===== config.mk =====
export PLATFORM = sky130hd
export DESIGN_NAME = gj_axis_uart_rx
export DESIGN_NICKNAME = d
export VERILOG_FILES = /design/src/rtl/gj_axis_uart_rx.sv
export SDC_FILE = /design/constraint.sdc
export NUM_CORES = 1
export LEC_CHECK = 0
export CAP_MARGIN = 10
export CORE_MARGIN = 1.5
export CORE_UTILIZATION = 40
export CTS_BUF_LIST = sky130_fd_sc_hd__clkbuf_4
export CTS_CLUSTER_DIAMETER = 200
export DETAILED_ROUTE_END_ITERATION = 10
export GPL_ROUTABILITY_DRIVEN = 0
export PLACE_DENSITY = 0.71
export SYNTH_ARGS = -nofsm -noshare
export SYNTH_HDL_FRONTEND = slang
export SYNTH_SLANG_ARGS = --single-unit

===== constraint.sdc =====
create_clock -name clk -period 1.4 [get_ports clk]
set_input_delay 0.14 -clock clk [delete_from_list [all_inputs] [get_ports clk]]
set_output_delay 0.14 -clock clk [all_outputs]
set_load 0.01 [all_outputs]

===== src/rtl/gj_axis_uart_rx.sv =====
// Purpose: 16x-oversampled UART receiver (8N1, 3-sample majority vote) presenting bytes on AXI-Stream, tuser = framing error.
// Latency: SYNC_STAGES clk + 0..1 strobe detection jitter + 153 strobes + 1 clk from rxd falling edge to tvalid.
// Backpressure: single output register; tready never stalls reception, a byte completing while the register is still full is dropped with an overrun pulse.
module gj_axis_uart_rx #(
    parameter int SYNC_STAGES = 2
) (
    input  logic       clk,
    input  logic       rst,
    input  logic       clk_enX16,
    input  logic       rxd,
    output logic [7:0] m_axis_tdata,
    output logic       m_axis_tuser,
    output logic       m_axis_tvalid,
    input  logic       m_axis_tready,
    output logic       overrun,
    output logic       busy
);

    typedef enum logic [1:0] {
        IDLE  = 2'd0,
        START = 2'd1,
        DATA  = 2'd2,
        STOP  = 2'd3
    } rxState_t;

    logic [SYNC_STAGES-1:0] syncQ;
    logic                   rxs;

    rxState_t state, stateNext;
    logic [3:0] tick, tickNext;
    logic [2:0] bitCnt, bitCntNext;
    logic       armed, armedNext;
    logic [7:0] shiftReg, shiftNext;
    // Samples from ticks 7 and 8; the tick-9 sample is the live rxs, used in the same strobe as the decision.
    logic [1:0] voteQ, voteNext;
    logic       vote;
    logic       deliver;

    // Metastability synchronizer; resets to the idle line level so reset never looks like a start bit.
    always_ff @(posedge clk) begin
        if (rst) begin
            syncQ <= '1;
        end else begin
            syncQ <= {syncQ[SYNC_STAGES-2:0], rxd};
        end
    end

    assign rxs  = syncQ[SYNC_STAGES-1];
    assign vote = (voteQ[0] & voteQ[1]) | (voteQ[0] & rxs) | (voteQ[1] & rxs);
    assign busy = (state != IDLE);

    // Receiver state register plus tick, bit counter, arm flag, shift and vote registers.
    always_ff @(posedge clk) begin
        if (rst) begin
            state    <= IDLE;
            tick     <= 4'd0;
            bitCnt   <= 3'd0;
            armed    <= 1'b0;
            shiftReg <= 8'h00;
            voteQ    <= 2'b11;
        end else begin
            state    <= stateNext;
            tick     <= tickNext;
            bitCnt   <= bitCntNext;
            armed    <= armedNext;
            shiftReg <= shiftNext;
            voteQ    <= voteNext;
        end
    end

    // Next-state logic; everything advances only on a 16x strobe and holds otherwise.
    always_comb begin
        stateNext  = state;
        tickNext   = tick;
        bitCntNext = bitCnt;
        armedNext  = armed;
        shiftNext  = shiftReg;
        voteNext   = voteQ;
        deliver    = 1'b0;
        if (clk_enX16) begin
            case (state)
                IDLE: begin
                    tickNext = 4'd0;
                    if (rxs) begin
                        armedNext = 1'b1;
                    end else if (armed) begin
                        // The detection strobe itself is tick 0, so the next strobe is tick 1.
                        stateNext = START;
                        tickNext  = 4'd1;
                        armedNext = 1'b0;
                    end
                end
                START: begin
                    tickNext = tick + 4'd1;
                    if ((tick == 4'd9) && vote) begin
                        stateNext = IDLE;
                        tickNext  = 4'd0;
                    end else if (tick == 4'd15) begin
                        stateNext  = DATA;
                        bitCntNext = 3'd0;
                    end
                end
                DATA: begin
                    tickNext = tick + 4'd1;
                    if (tick == 4'd9) begin
                        shiftNext = {vote, shiftReg[7:1]};
                    end
                    if (tick == 4'd15) begin
                        bitCntNext = bitCnt + 3'd1;
                        if (bitCnt == 3'd7) begin
                            stateNext = STOP;
                        end
                    end
                end
                STOP: begin
                    tickNext = tick + 4'd1;
                    // Leave at the stop-bit centre so a back-to-back start bit is caught.
                    if (tick == 4'd9) begin
                        deliver   = 1'b1;
                        stateNext = IDLE;
                        tickNext  = 4'd0;
                    end
                end
                default: begin
                    stateNext = IDLE;
                    tickNext  = 4'd0;
                end
            endcase
            if (state != IDLE) begin
                if (tick == 4'd7) begin
                    voteNext[0] = rxs;
                end
                if (tick == 4'd8) begin
                    voteNext[1] = rxs;
                end
            end
        end
    end

    // AXIS output register: load a finished byte if the slot is free or being drained, else flag overrun.
    always_ff @(posedge clk) begin
        if (rst) begin
            m_axis_tdata  <= 8'h00;
            m_axis_tuser  <= 1'b0;
            m_axis_tvalid <= 1'b0;
            overrun       <= 1'b0;
        end else begin
            overrun <= 1'b0;
            if (m_axis_tvalid && m_axis_tready) begin
                m_axis_tvalid <= 1'b0;
            end
            if (deliver) begin
                if (!m_axis_tvalid || m_axis_tready) begin
                    m_axis_tdata  <= shiftReg;
                    m_axis_tuser  <= ~vote;
                    m_axis_tvalid <= 1'b1;
                end else begin
                    overrun <= 1'b1;
                end
            end
        end
    end

endmodule


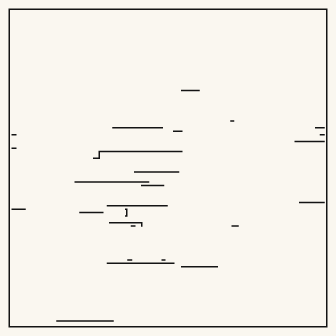
**Above:** run 1 (met3 routing).
longest straight run: 16.6 µm
share of all routed wire: 4.1%
nets with wire on the layer: 17
GRT met3 Usage: 3.39%
Total Wirelength: 3.36 mm
detailed-route via count: 1234

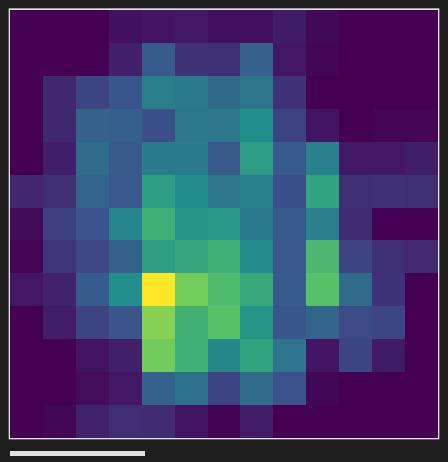
**Above:** run 1 (wiring heat map).
Scale bar: 20 µm. The die is cut into 13 by 13 equal tiles; dark purple is low, yellow is high, scaled to the fullest tile. Values are wire area over tile area, all layers added.
mean over tiles: 0.13
emptiest ninth of the die: top right
tiles over half the peak: 13%
fullest tile: 0.61
densest ninth of the die: middle
nearly empty tiles: 27%
drt wl/cell: 14.2 µm
All-Layer GR Usage: 17.0%

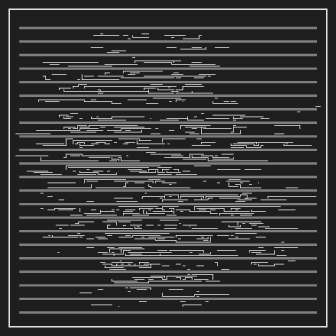
**Above:** run 1 (M1 wires).
Supply wires on this layer in gray.
longest straight run: 22.5 µm
share of all routed wire: 44%
main direction: horizontal
nets with wire on the layer: 185
wire length on this layer: 1470 µm
grt met1 use: 20.0%

run 1: where the power goes:
group	total, mW	internal (mW)	switching (mW)
sequential	0.949	0.943	0.00637
combinational	0.0916	0.0465	0.0451
clock	0.558	0.194	0.364
run 1: worst register-to-register path: stages, from the launching register on:
cell and delay [ns]:
dfxtp_2 0.34, inv_2 0.08, ha_4 0.14, nand3b_4 0.09, nor3b_4 0.25, buf_6 0.17, mux2i_1 0.19, nor2_1 0.06
run 1: cell families after synthesis:
group	after synthesis	share of synthesized area, %
AOI/OAI and AO/OA	18	8.65
DFF	33	45.2
muxes	19	13.0
buffers and inverters	15	5.05
xor gates and xnor gates	2	1.20
and+or+nand+nor	58	21.8
adders and majority gates	6	5.05
run 1: layout make-up:
| class | count | area (µm²) |
|---|---|---|
| clock buffers | 5 | 37.5 |
| clock inverters | 3 | 22.5 |
| fillers | 294 | 1410 |
| inverters | 6 | 22.5 |
| multi-input cells | 103 | 790 |
| flip-flops and latches | 33 | 673 |
| well taps | 46 | 57.6 |
| repair buffers | 41 | 405 |
run 1: metrics by stage:
step / cells / setup TNS (ns)
floorplan: 151 / 0
global placement: 220 / -2.69
detailed placement: 220 / -3.28
CTS: 231 / -0.00724
global route: 237 / -0.785
finish: 237 / -0.00448
run 1: cell usage in the layout, fill, tap and decap left out, types with 4 or more instances in the layout:
cell type / count
nor3_1: 4
dfxtp_2: 4
nor2_1: 22
nand4_1: 4
dfxtp_1: 27
nand2_1: 6
clkdlybuf4s50_1: 6
buf_6: 5
buf_4: 18
mux2i_1: 19
dlymetal6s2s_1: 8
clkbuf_4: 5
inv_1: 5
run 1: layer usage:
metal  GRT usage, %  share of wire, %
met4           11.1               3.5
met5              0                 0
met1           20.0                44
met2           27.9                49
met3           3.39               4.1
==> flow_summary_export.csv, run 1 <==
group,metric,value,unit
synth,syn-instance-count,151,
run_status,status,"finished with violations",
global_route,grt_max_degree,34,
clock_tree,cts_setup_buffers,2,
timing,skew,0.00993,ns
setup_path,endpoint_kind,"flop",
synth,ys_cells,151,
setup_path,arrival,1.66,ns
clock_tree,cts.sinks,33,
run_status,failed_checks,"negative setup slack",
timing,finalSetupViolations,1,
place,portBuffers,16,
setup_path,r2r_start,"tick[1]$_SDFFE_PP0P_",
synth,netlist_area,1460,µm²
setup_path,critPathKind,"flop to flop",
setup_path,startpoint_type,"flop",
die,rows,21,
die,die_area,4030,µm²
clock_tree,cts_tree,"yes",
setup_path,setup.worst_path.start,"tick[1]$_SDFFE_PP0P_",
cells_and_area,utilization,58.8,%
setup_path,cp_slowest_cell,"dfxtp_2",
timing,finalWorstSetupSlack,-0.00448,ns
die,coreArea,3420,µm²
setup_path,rrSetupSlack,-0.004,ns
global_route,antenna_found_initial,0,
synth,top_cell_area_share,45.2,%
clock_tree,worstSkewPairLatency,0.35,ns
clock_tree,clk_pin_slew,0.11,ns
pwr,ir_drop,0.000597,V
hold_path,min_path_type,"input port to flop",
flow_run,warning_count,30,
die,io-pin-count,17,
global_route,grt_pass1_wl,5.33,mm
place,dpl_worst_slack,-0.192,ns
die,fp_util,42.8,%
clock_tree,cts-hold-fix-buffers,0,
synth,common_cells,"dfxtp_1, nor2_1, mux2i_1, inv_1, nand2_1",
setup_path,endpoint,"m_axis_tdata[6]$_SDFFE_PP0P_",
cells_and_area,antenna_cells,0,
setup_path,worst-path-max-fanout,5,
synth,synth_seq_share,45.2,%
pwr,total_power,1.60,mW
route,first_pass_iters,4,
pwr,power.density,796,nW/µm²
setup_path,crit_family,"simple AND/OR/NAND/NOR gates",
synth,avgSynthCellArea,9.68,µm²
global_route,grt_overflow,0,
synth,edf_count,0,
clock_tree,cts_buffers,5,
route,vias_per_cell,5.21,
clock_tree,cts.htree.levels,2,
synth,flop_cell,"dfxtp_1",
synth,synth.distinct_cells,36,
setup_path,r2r_end,"m_axis_tdata[6]$_SDFFE_PP0P_",
setup_path,worstSetupPathDepth,7,
cells_and_area,reg_top3,"m_axis_tdata (8), shiftReg (8), tick (4)",
cells_and_area,stdcell_area,2010,µm²
place,place_area,1760,µm²
clock_tree,cts_root_buf,"clkbuf_4",
die,die_w,63.4,µm
route,drt_iter0_drc,36,
synth,yosysTopAreaCell,"dfxtp_1",
hold_path,hold_path_depth,2,
timing,grt_setup_unrepaired,"true",
setup_path,rr_worst_depth,7,
synth,topCellsByArea,"dfxtp_1, mux2i_1, nor2_1",
synth,yosysMostFrequentCell,"dfxtp_1",
==> run 1 -> run 2 <==
--- a/config.mk
+++ b/config.mk
@@ -13,6 +13,7 @@
 export DETAILED_ROUTE_END_ITERATION = 10
 export GPL_ROUTABILITY_DRIVEN = 0
 export PLACE_DENSITY = 0.71
+export REMOVE_ABC_BUFFERS = 1
 export SYNTH_ARGS = -nofsm -noshare
 export SYNTH_HDL_FRONTEND = slang
 export SYNTH_SLANG_ARGS = --single-unit
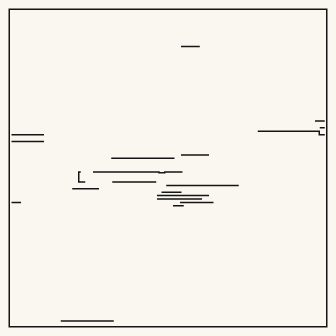
**Above:** run 2 (met3 routing).
wire length on this layer: 142 µm
nets with wire on the layer: 16
Total Wirelength: 2.93 mm
GRT met3 Usage: 3.93%
detailed-route via count: 1170

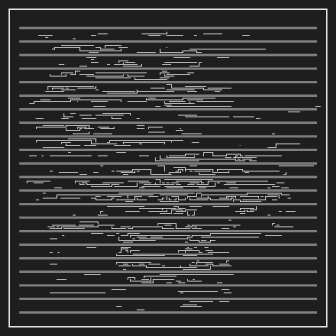
**Above:** run 2 (M1 wires).
Supply wires on this layer in gray.
main direction: horizontal
nets with wire on the layer: 180
wire length on this layer: 1350 µm
grt met1 use: 20.3%

==> run 2 against run 1 <==
The run still ends with negative setup slack left. First-iteration DRC count rose by 17%. Global-route usage fell by 0.62 points. Critical path depth did not move. Die size did not move. Synthesized cell count did not move. Critical endpoint is now m_axis_tdata[0]$_SDFFE_PP0P_.
==> flow_summary_export.csv, run 2 <==
group,metric,value,unit
timing,grt_setup_unrepaired,"true",
pwr,powerComb,81.2,µW
cells_and_area,comb_share,39.3,%
setup_path,startpoint_type,"flop",
global_route,grt.busiest_layer,"met2",
clock_tree,cts.htree.levels,2,
cells_and_area,n_sequential_cell,33,
cells_and_area,flop_area,672,µm²
pwr,ir_drop,0.000743,V
die,die_w,63.4,µm
cells_and_area,clk_share,4.26,%
global_route,grt_pass1_wl,5.15,mm
synth,top_cell_area_share,45.2,%
global_route,grtUsageMet2,26.8,%
route,wl_per_cell,12.6,µm
pwr,power.density,889,nW/µm²
pwr,switching_share,22.2,%
timing,skew,0.00855,ns
route,drt_iter0_drc,42,
clock_tree,worstSkewPairLatency,0.33,ns
route,vias_per_cell,5.04,
timing,finalSetupViolations,1,
clock_tree,clk_pin_slew,0.11,ns
synth,flop_cell,"dfxtp_1",
route,first_pass_iters,4,
die,coreArea,3420,µm²
die,rows,21,
run_status,failed_checks,"negative setup slack",
cells_and_area,clkbuf_count,5,
synth,avgSynthCellArea,9.68,µm²
synth,netlist_area,1460,µm²
global_route,grt_usage,16.4,%
timing,finalWorstSetupSlack,-0.00100,ns
synth,edf_count,0,
route,highest_layer,"met4",
clock_tree,cts.sinks,33,
global_route,antenna_found_initial,0,
synth,syn-instance-count,151,
clock_tree,cts_root_buf,"clkbuf_4",
cells_and_area,layout_top_cells,"dfxtp_1, nor2_1, mux2i_1",
synth,ys_cells,151,
pwr,power_leader,"sequential cells",
cells_and_area,logic_area,773,µm²
setup_path,worstSetupPathDepth,7,
setup_path,crit_family,"simple AND/OR/NAND/NOR gates",
pwr,total_power,1.75,mW
cells_and_area,utilization,57.6,%
route,met1_length,1.35,mm
cells_and_area,nMultiInputCombCells,103,
route,route.met2.wl,1.39,mm
synth,synth.distinct_cells,36,
setup_path,endpoint_kind,"flop",
pwr,p_comb_share,4.6,%
run_status,status,"finished with violations",
cells_and_area,inv_count,6,
pwr,pwr-share-clk,41.1,%
setup_path,arrival,1.63,ns
==> run 2: cell count changes in the layout (fill, tap and decap cells not counted), sizes merged <==
cell | previous run | this run
buf | 25 | 20
clkinv | 0 | 1
bufinv | 0 | 1
clkdlybuf4s15 | 0 | 1
clkbuf | 6 | 5
dlygate4sd2 | 1 | 0
clkdlybuf4s50 | 6 | 7
clkinvlp | 3 | 1
==> run 2: metrics by stage <==
stage                     cell area [µm²]  setup slack [ns]  hold slack (ns)  instances  TNS (ns)
after floorplan                      1410            -0.350            0.205        142     -3.12
after global placement               1770            -0.138            0.395        219     -2.27
after detailed placement             1770            -0.189            0.413        219     -2.86
after CTS                            1920          -0.00291            0.350        231  -0.00291
after global routing                 1970           -0.0727            0.362        232    -0.457
final                                1970          -0.00100            0.360        232  -0.00100
==> run 2: final timing paths <==
path | slack (ns) | start | end
max | -0.001 | tick[1]$_SDFFE_PP0P_ | m_axis_tdata[0]$_SDFFE_PP0P_
min | 0.36 | rxd | syncQ[0]$_SDFF_PP1_
min reg2reg | 0.43 | syncQ[0]$_SDFF_PP1_ | syncQ[1]$_SDFF_PP1_
max reg2reg | -0.001 | tick[1]$_SDFFE_PP0P_ | m_axis_tdata[0]$_SDFFE_PP0P_
==> run 2: worst reg2reg max path: stages, from the launching register on <==
cell,delay (ns)
dfxtp_2,0.34
inv_2,0.07
ha_4,0.14
nand3b_4,0.11
nor3b_4,0.22
buf_6,0.16
mux2i_1,0.20
nor2_1,0.07
==> run 2: kinds of logic after synthesis <==
family | count (synthesis) | share of synthesized area, %
AND-OR/OR-AND | 18 | 8.65
XOR/XNOR | 2 | 1.20
adder cells (fa/ha/maj) | 6 | 5.05
buffers and inverters | 15 | 5.05
flip-flops | 33 | 45.2
multiplexers | 19 | 13.0
AND/OR/NAND/NOR | 58 | 21.8
==> run 2 -> run 3 <==
--- a/config.mk
+++ b/config.mk
@@ -7,12 +7,12 @@
 export LEC_CHECK = 0
 export CAP_MARGIN = 10
 export CORE_MARGIN = 1.5
-export CORE_UTILIZATION = 40
+export CORE_UTILIZATION = 30
 export CTS_BUF_LIST = sky130_fd_sc_hd__clkbuf_4
 export CTS_CLUSTER_DIAMETER = 200
 export DETAILED_ROUTE_END_ITERATION = 10
 export GPL_ROUTABILITY_DRIVEN = 0
-export PLACE_DENSITY = 0.71
+export PLACE_DENSITY = 0.58
 export REMOVE_ABC_BUFFERS = 1
 export SYNTH_ARGS = -nofsm -noshare
 export SYNTH_HDL_FRONTEND = slang
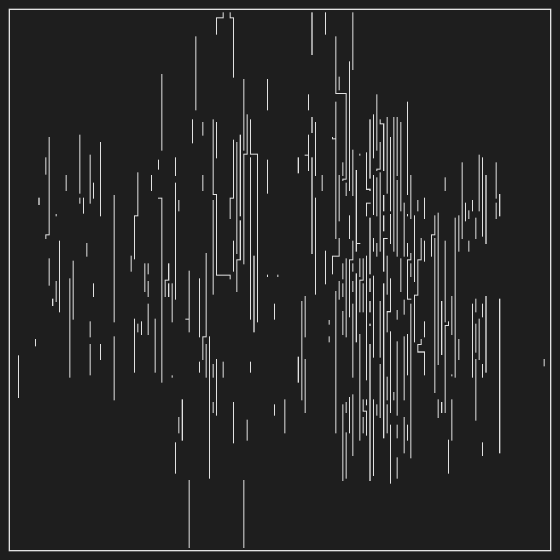
**Above:** run 3 (signal wires on met2).
longest straight run: 24.8 µm
share of all routed wire: 48%
main direction: vertical
detailed-route via count: 1201
Total Wirelength: 3.29 mm

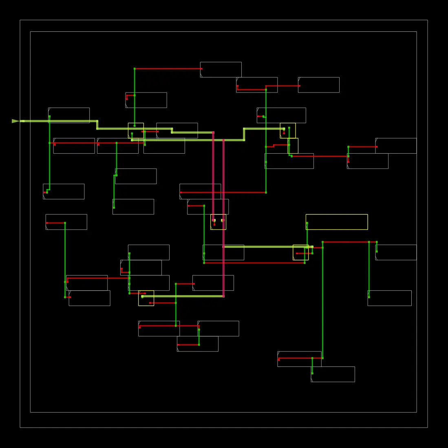
**Above:** run 3 (clock nets).
CTS buffer count: 5
P_clk: 693 µW
clock sinks: 33
final sequential cell count: 33

==> run 3 against run 2 <==
The flow still finishes with violations (negative setup slack). Fmax shrank 2.9%. Flip-flop count is the same. Design area grew 1.2%. Register-to-register slack lost 0.04 ns. Global-route usage shrank 3.4 points. Area after synthesis is the same. Clock skew grew 0.0048 ns. Critical path depth is the same. Clock power shrank 3.5%. Sequential share of layout area shrank 0.41 points. Power shrank 0.84%. Critical endpoint is now m_axis_tdata[7]$_SDFFE_PP0P_. Highest routed layer unchanged.
==> flow_summary_export.csv, run 3 <==
group,metric,value,unit
flow_run,warning_count,29,
die,io-pin-count,17,
clock_tree,cts_tree,"yes",
synth,syn-instance-count,151,
synth,yosysMostFrequentCell,"dfxtp_1",
cells_and_area,flop_area,672,µm²
run_status,failed_checks,"negative setup slack",
place,place_area,1810,µm²
clock_tree,cts-hold-fix-buffers,0,
setup_path,startpoint_type,"flop",
cells_and_area,fin_cells,243,
pwr,power_leader,"sequential cells",
global_route,grt_pass1_wl,5.13,mm
cells_and_area,stdcell_area,1990,µm²
route,vias_per_cell,4.94,
cells_and_area,signal_buffers,40,
synth,synth_seq_share,45.2,%
synth,flop_cell,"dfxtp_1",
synth,avgSynthCellArea,9.68,µm²
pwr,pwr-share-clk,40.0,%
setup_path,worst-path-max-fanout,5,
clock_tree,clk_pin_slew,0.11,ns
cells_and_area,layout_top_cells,"dfxtp_1, nor2_1, buf_4",
cells_and_area,utilization,42.5,%
run_status,status,"finished with violations",
timing,skew,0.0133,ns
pwr,powerComb,93.4,µW
timing,finalWorstSetupSlack,-0.0435,ns
setup_path,crit_family,"simple AND/OR/NAND/NOR gates",
pwr,total_power,1.73,mW
cells_and_area,clkbuf_count,5,
synth,ys_cells,151,
setup_path,critPathKind,"flop to flop",
hold_path,min_path_type,"input port to flop",
cells_and_area,sh_seq_area,33.7,%
cells_and_area,reg_top3,"m_axis_tdata (8), shiftReg (8), tick (4)",
pwr,p_comb_share,5.4,%
global_route,grt_max_degree,25,
pwr,power.density,871,nW/µm²
global_route,grt_usage,13.0,%
timing,finalSetupViolations,8,
die,rows,25,
place,dpl_worst_slack,-0.281,ns
route,drt_iter0_drc,67,
cells_and_area,antenna_cells,0,
setup_path,cp_slowest_cell,"dfxtp_2",
cells_and_area,inv_count,6,
die,die_w,72.8,µm
cells_and_area,logic_area,777,µm²
setup_path,arrival,1.68,ns
setup_path,setup.worst_path.start,"tick[1]$_SDFFE_PP0P_",
synth,topCellsByArea,"dfxtp_1, mux2i_1, nor2_1",
synth,edf_count,0,
==> run 3: cell counts after synthesis <==
No cell type changed its count.
==> run 3: final timing paths <==
| path | end | slack, ns | cells past startpoint |
|---|---|---|---|
| setup reg to reg | m_axis_tdata[7]$_SDFFE_PP0P_ | -0.04 | 7 |
| hold / removal | syncQ[0]$_SDFF_PP1_ | 0.37 | 2 |
| setup / recovery | m_axis_tdata[7]$_SDFFE_PP0P_ | -0.04 | 7 |
| hold reg to reg | syncQ[1]$_SDFF_PP1_ | 0.42 | 1 |
==> run 3: timing repair <==
| action | in CTS | in global routing |
|---|---|---|
| cloned | 1 | 0 |
| pin swaps | 3 | 7 |
| resized | 15 | 21 |
| endpoints found under the hold margin | 0 | 0 |
| setup endpoints to repair | 18 | 32 |
| buffers inserted | 0 | 2 |
==> run 3: kinds of logic (layout without fill, tap and decap cells) <==
kind of cell             after synthesis  count (layout)  synth area share, %
XOR/XNOR                               2               2                 1.20
AND-OR/OR-AND                         18              18                 8.65
flip-flops                            33              33                 45.2
multiplexers                          19              19                 13.0
AND/OR/NAND/NOR                       58              58                 21.8
buffers and inverters                 15              53                 5.05
adder cells (fa/ha/maj)                6               6                 5.05
==> run 3: worst register-to-register path, delay by kind of cell, from the launching register on <==
| family | cells | cell delay (ns) |
|---|---|---|
| adders and majority gates | 1 | 0.14 |
| buffers and inverters | 2 | 0.24 |
| DFF | 1 | 0.34 |
| muxes | 1 | 0.19 |
| and+or+nand+nor | 3 | 0.43 |
==> run 3: routing by layer <==
layer | part of all wire, % | track usage, % | vias to the layer above
li1 | - | - | 597
met1 | 45 | 16.1 | 572
met2 | 48 | 20.5 | 26
met4 | 1.3 | 3.77 | 0
met3 | 5.5 | 5.66 | 6
met5 | 0 | 0 | -
Power and IR drop assume default switching activity.
